$ cat src/rtl/fft_frame_sequencer.sv
// Frame sequencer between the frame registers and an FFT core: double-buffers an input frame,
// streams it into the FFT one point per cycle, pulses start, then gathers N results into a held frame.
module fft_frame_sequencer #(
    parameter int  N_POINTS   = 32,
    parameter int  IN_W       = 16,
    parameter int  DATA_W     = 16,
    parameter int  COMPLEX_IN = 0,
    localparam int SAMP_W     = IN_W * ((COMPLEX_IN != 0) ? 2 : 1),
    localparam int IDX_W      = $clog2(N_POINTS),
    localparam int PT_W       = 2 * DATA_W
) (
    input  logic                       clk,
    input  logic                       reset,
    input  logic [N_POINTS*SAMP_W-1:0] in_frame,
    input  logic                       in_valid,
    output logic                       in_ready,
    output logic [PT_W-1:0]            fft_in,
    output logic                       fft_load,
    output logic [IDX_W-1:0]           fft_idx,
    output logic                       fft_start,
    input  logic [PT_W-1:0]            fft_out,
    input  logic                       fft_out_valid,
    output logic [N_POINTS*PT_W-1:0]   out_frame,
    output logic                       out_valid,
    input  logic                       out_ack,
    output logic                       busy
);

    typedef enum logic [2:0] {IDLE, LOAD, START, COLLECT, HOLD} state_t;

    localparam logic [IDX_W:0] LAST = (IDX_W + 1)'(N_POINTS - 1);

    state_t                     state_q, state_d;
    logic [IDX_W:0]             cnt_q, cnt_d;
    logic [N_POINTS*SAMP_W-1:0] pend_q, pend_d;
    logic                       pend_full_q, pend_full_d;
    logic [N_POINTS*SAMP_W-1:0] shift_q, shift_d;
    logic [N_POINTS*PT_W-1:0]   out_q, out_d;
    logic                       out_valid_q, out_valid_d;

    logic [SAMP_W-1:0]          head_samp;
    logic [DATA_W-1:0]          head_re, head_im;

    always_ff @(posedge clk) begin
        // NOTE: the data buffers are cleared too, so out_frame reads zero after any reset.
        if (!reset) begin
            state_q     <= IDLE;
            cnt_q       <= '0;
            pend_q      <= '0;
            pend_full_q <= 1'b0;
            shift_q     <= '0;
            out_q       <= '0;
            out_valid_q <= 1'b0;
        end else begin
            // NOTE: <= makes every register sample pre-edge values regardless of statement order.
            state_q     <= state_d;
            cnt_q       <= cnt_d;
            pend_q      <= pend_d;
            pend_full_q <= pend_full_d;
            shift_q     <= shift_d;
            out_q       <= out_d;
            out_valid_q <= out_valid_d;
        end
    end

    always_comb begin
        // NOTE: every signal gets its hold value first; a branch that skips one would infer a latch.
        state_d     = state_q;
        cnt_d       = cnt_q;
        pend_d      = pend_q;
        pend_full_d = pend_full_q;
        shift_d     = shift_q;
        out_d       = out_q;
        out_valid_d = out_valid_q;
        fft_load    = 1'b0;
        fft_start   = 1'b0;

        // An empty pending buffer never coincides with leaving IDLE, so capture cannot race the copy.
        if (in_valid && !pend_full_q) begin
            pend_d      = in_frame;
            pend_full_d = 1'b1;
        end

        case (state_q)
            IDLE: begin
                if (pend_full_q && (!out_valid_q || out_ack)) begin
                    state_d     = LOAD;
                    shift_d     = pend_q;
                    pend_full_d = 1'b0;
                    cnt_d       = '0;
                end
            end
            LOAD: begin
                fft_load = 1'b1;
                shift_d  = shift_q << SAMP_W;
                cnt_d    = cnt_q + (IDX_W + 1)'(1);
                if (cnt_q == LAST) begin
                    state_d = START;
                end
            end
            START: begin
                fft_start   = 1'b1;
                cnt_d       = '0;
                out_valid_d = 1'b0;
                state_d     = COLLECT;
            end
            COLLECT: begin
                if (fft_out_valid) begin
                    for (int i = 0; i < N_POINTS; i++) begin
                        if (cnt_q == (IDX_W + 1)'(i)) begin
                            out_d[(N_POINTS-1-i)*PT_W +: PT_W] = fft_out;
                        end
                    end
                    cnt_d = cnt_q + (IDX_W + 1)'(1);
                    if (cnt_q == LAST) begin
                        out_valid_d = 1'b1;
                        state_d     = HOLD;
                    end
                end
            end
            HOLD: begin
                if (out_ack) begin
                    out_valid_d = 1'b0;
                    if (pend_full_q) begin
                        state_d     = LOAD;
                        shift_d     = pend_q;
                        pend_full_d = 1'b0;
                        cnt_d       = '0;
                    end else begin
                        state_d = IDLE;
                    end
                end
            end
            default: state_d = IDLE;
        endcase
    end

    // Samples are left-justified into DATA_W; a real-only input gets a zero imaginary part.
    assign head_samp = shift_q[N_POINTS*SAMP_W-1 -: SAMP_W];

    always_comb begin
        head_re = '0;
        head_im = '0;
        if (COMPLEX_IN != 0) begin
            head_re[DATA_W-1 -: IN_W] = head_samp[SAMP_W-1 -: IN_W];
            head_im[DATA_W-1 -: IN_W] = head_samp[IN_W-1:0];
        end else begin
            head_re[DATA_W-1 -: IN_W] = head_samp[IN_W-1:0];
        end
    end

    assign fft_in    = (state_q == LOAD) ? {head_re, head_im} : '0;
    assign fft_idx   = (state_q == LOAD) ? cnt_q[IDX_W-1:0] : '0;
    assign in_ready  = !pend_full_q;
    assign out_frame = out_q;
    assign out_valid = out_valid_q;
    assign busy      = (state_q != IDLE);

endmodule

$ cat config.mk
export PLATFORM = sky130hd
export DESIGN_NAME = fft_frame_sequencer
export DESIGN_NICKNAME = d
export VERILOG_FILES = /design/src/rtl/fft_frame_sequencer.sv
export SDC_FILE = /design/constraint.sdc
export NUM_CORES = 2
export LEC_CHECK = 0
export CAP_MARGIN = 0
export CORE_AREA = 5 5 629 631
export DETAILED_ROUTE_END_ITERATION = 8
export DIE_AREA = 0 0 634 636
export GPL_ROUTABILITY_DRIVEN = 0
export PLACE_DENSITY_LB_ADDON = 0.08
export SETUP_SLACK_MARGIN = 0.15
export SYNTH_ARGS = -nofsm -noshare
export SYNTH_HDL_FRONTEND = slang
export SYNTH_SLANG_ARGS = --single-unit
export TNS_END_PERCENT = 5
$ cat constraint.sdc
create_clock -name clk -period 4.8 [get_ports clk]
set_input_delay 0.96 -clock clk [delete_from_list [all_inputs] [get_ports clk]]
set_output_delay 0.96 -clock clk [all_outputs]
set_load 0.1 [all_outputs]
registers.png
The bar under the picture is 200 um long.
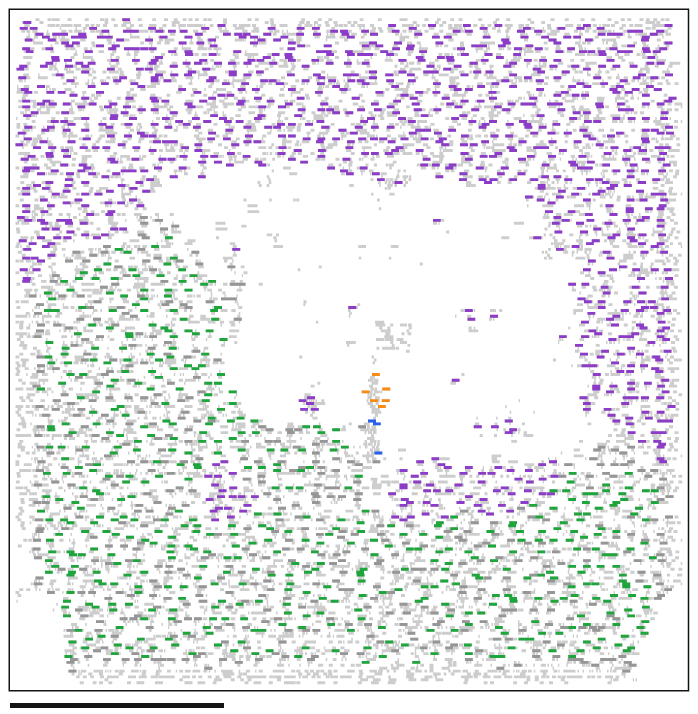
Key: purple = out_frame [placed flops 1024]; blue = state_q [placed flops 3]; orange = cnt_q [placed flops 6, where center]; green = shift_q [placed flops 512]

final_clocks.png
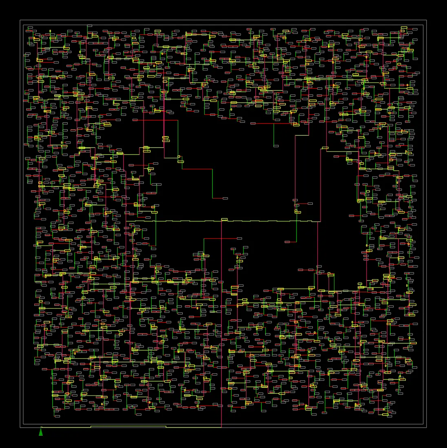
number of buffers inserted during clock tree synthesis: 271
clk_skew: 0.06323 ns
tally of clock buffers in the finished layout: 414

cell_classes.png
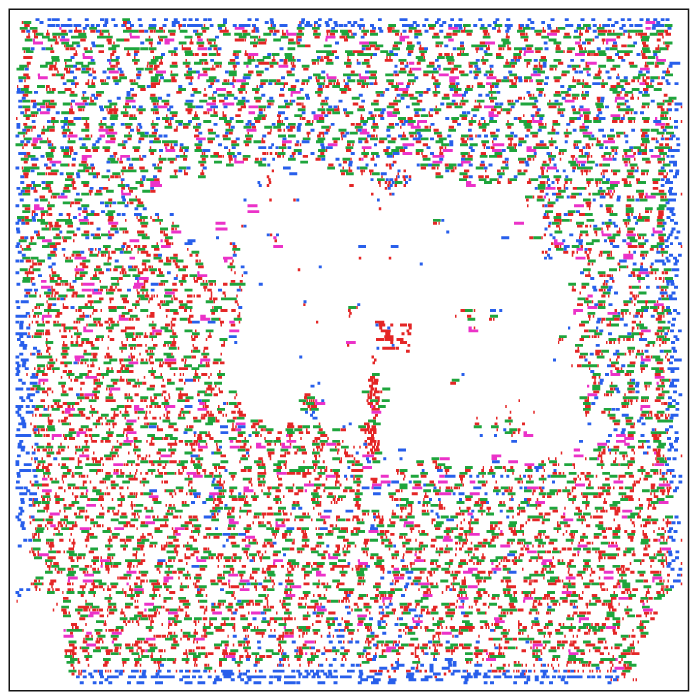
Key: blue = other buffers and delay cells [cells 1762]; magenta = clock drivers and dummy loads [cells 484]; red = all other logic [cells 6065]; green = flip-flops [cells 2059]
placeable core region: 0.3885 mm^2
sequential portion of the cell area: 0.3664
Site Rows: 229
final cell area excluding filler cells: 0.1125 mm^2

==> notes.md <==
Figures from the implementation reports.

- The critical path runs through a total of 5 cells.
- The flop and latch count out of synthesis is between 2000 and 2500.
- From bottom edge to top edge, the die measures approximately 640 um.
- The count of fill cells added during filler insertion reads between 40000 and 50000.
- The max-slew headroom at the worst pin reads 0.1582.
- The fraction of synthesis flops using an asynchronous set or reset pin reads 0.
- The cell type with the largest total area reads dfxtp_1.
- The highest routing layer actually used is met5.
- The worst setup path endpoint reads fft_in[22].
- The xor and xnor fraction of the mapped netlist area is 0.
- The growth of design area from synthesis to finish is 35.87%.
- The cell-mix breakdown from Yosys lists the simple-gate area share as 0.1618.
- The clock insertion delay at the later pin of the skew report reads approximately 0.9 ns.
- From the final report, the count of setup violators was given as 0.
- The number of buffers on the longest clock path is 4.
- The routed wire length per instance is 26.66 um.
- The detailed-route via count is between 60000 and 70000.
- The maximum number of pins on one net before global-route repair reads between 200 and 250.
- The switching part of the total power reads 0.2604.
- The chip area estimate from yosys synthesis reads roughly 0.083 mm^2.
- By instance count, the leading cell after synthesis is nand2_1.
- The floorplan step set the die width to 634 um.
- The hold buffer count at cts is 0.
- Per the timing report, the most critical flop-to-flop path originates at cnt_q[4].
- The final worst hold slack is ~0.45 ns.
- The post-synthesis share of cell area spent on and-or and or-and gates reads 0.07169.
- The fraction of the core area occupied by cells at floorplan reads 0.2131.
- For this run, the share of the core covered by cells in the final layout is 0.2895.
- After synthesis, the most frequently instantiated cells are nand2_1 (3349), dfxtp_1 (2059), mux2i_1 (1281).
- The proportion of power drawn by flip-flops and latches is 0.422.
- The endpoint of the worst hold-timing path is out_frame[295].
- The initial antenna violation count is ~84.
- The final worst-path setup slack is 0.4971 ns.
- Clock tree synthesis found a total of ~2100 sinks.
- Setup repair after global routing left no endpoint under its margin.
- The routing usage on met1 is 0.2333.
- The routed wire length on met2 is 210800 um.
- The number of gates resized after CTS was 1.
- Ranked by total cell area, the synthesized netlist is headed by dfxtp_1 (50%), mux2i_1 (15%), nand2_1 (15%).
- The design draws about 42 mW.
- The summed instance area of the synthesized netlist is slightly above 0.08 mm^2.
- The leakage power reads 46.29 nW.
- Among logic cells in the layout, the one with the most instances is nand2_1.
- Once detail routing completed, the nets flagged for antenna violations numbered 0.
- The final clock period utilization by the worst path is 0.8964.
- The maximum clock frequency is roughly 0.23 GHz.
- The tally of unique sky130hd cells used after synthesis is between 50 and 60.
- Summing all flip-flop and latch instances after layout gives slightly above 0.04 mm^2.
- The portion of the post-synthesis area used by sequential elements is 0.4979.
- The reported combinational group power is ~3.8 mW.
- The flow ran to the end, and the final reports show no timing, DRC or antenna violations.
- IR analysis of the VDD net gives a maximum drop of ~250 uV.
- The via density per instance is around 4.3.
- The type of element capturing the critical path is an output pin.
- The total cells reported by yosys after synthesis reads just under 9000.
- STA classifies the critical path startpoint as a register.
- The minimum clock period reads between 4 and 5 ns.
- Counting tap cells, the placed design contains a total of roughly 15000 instances.
- The chip area is just over 0.4 mm^2.
- In the final report, the number of hold violations comes to 0.
- Total global-route track usage over all layers is 0.1977.
- Per the hold report, the tightest min-delay path originates at out_frame[295].
- The clock tree root driver cell is clkbuf_16.
- The total of max-cap violations is 0.
- The number of nets in the finished design is 10712.
- Ranking logic cells in the layout by count gives the top entries nand2_1 (3318), dfxtp_1 (2059), clkdlybuf4s50_1 (1450), mux2i_1 (1281), a21boi_0 (651).
- During I/O placement, the number of pins put on the boundary was between 1500 and 2000.
- Looking at the critical path, the single cell with the biggest stage delay is bufinv_16.
- The worst register-to-register path has a depth of 4.
- The post-detailed-route DRC marker count is 0.
- The synthesis report names the predominant flop master as dfxtp_1.
-- tightest hold or removal path, cell delays in order, from the launching register on --
cell,delay [ns]
dfxtp_1,0.30
nand2_1,0.05
a21boi_1,0.05
-- area by class of cell --
cell class,instances,area share
flip-flops and latches,2059,0.3664
multi-input cells,6061,0.3383
repair buffers,1762,0.1568
clock buffers,414,0.07191
well taps,5197,0.05780
clock inverters,70,0.007808
diodes,26,0.0005784
inverters,4,0.0003670
-- flip-flops by register name, summed over array words and instances (netlist names) --
| signal | flops |
|---|---|
| cnt_q | 6 |
| state_q | 3 |
| shift_q | 512 |
| out_valid | 1 |
| pend_full_q | 1 |
| out_frame | 1024 |
| pend_q | 512 |
Power is estimated from default activity; no workload was simulated.
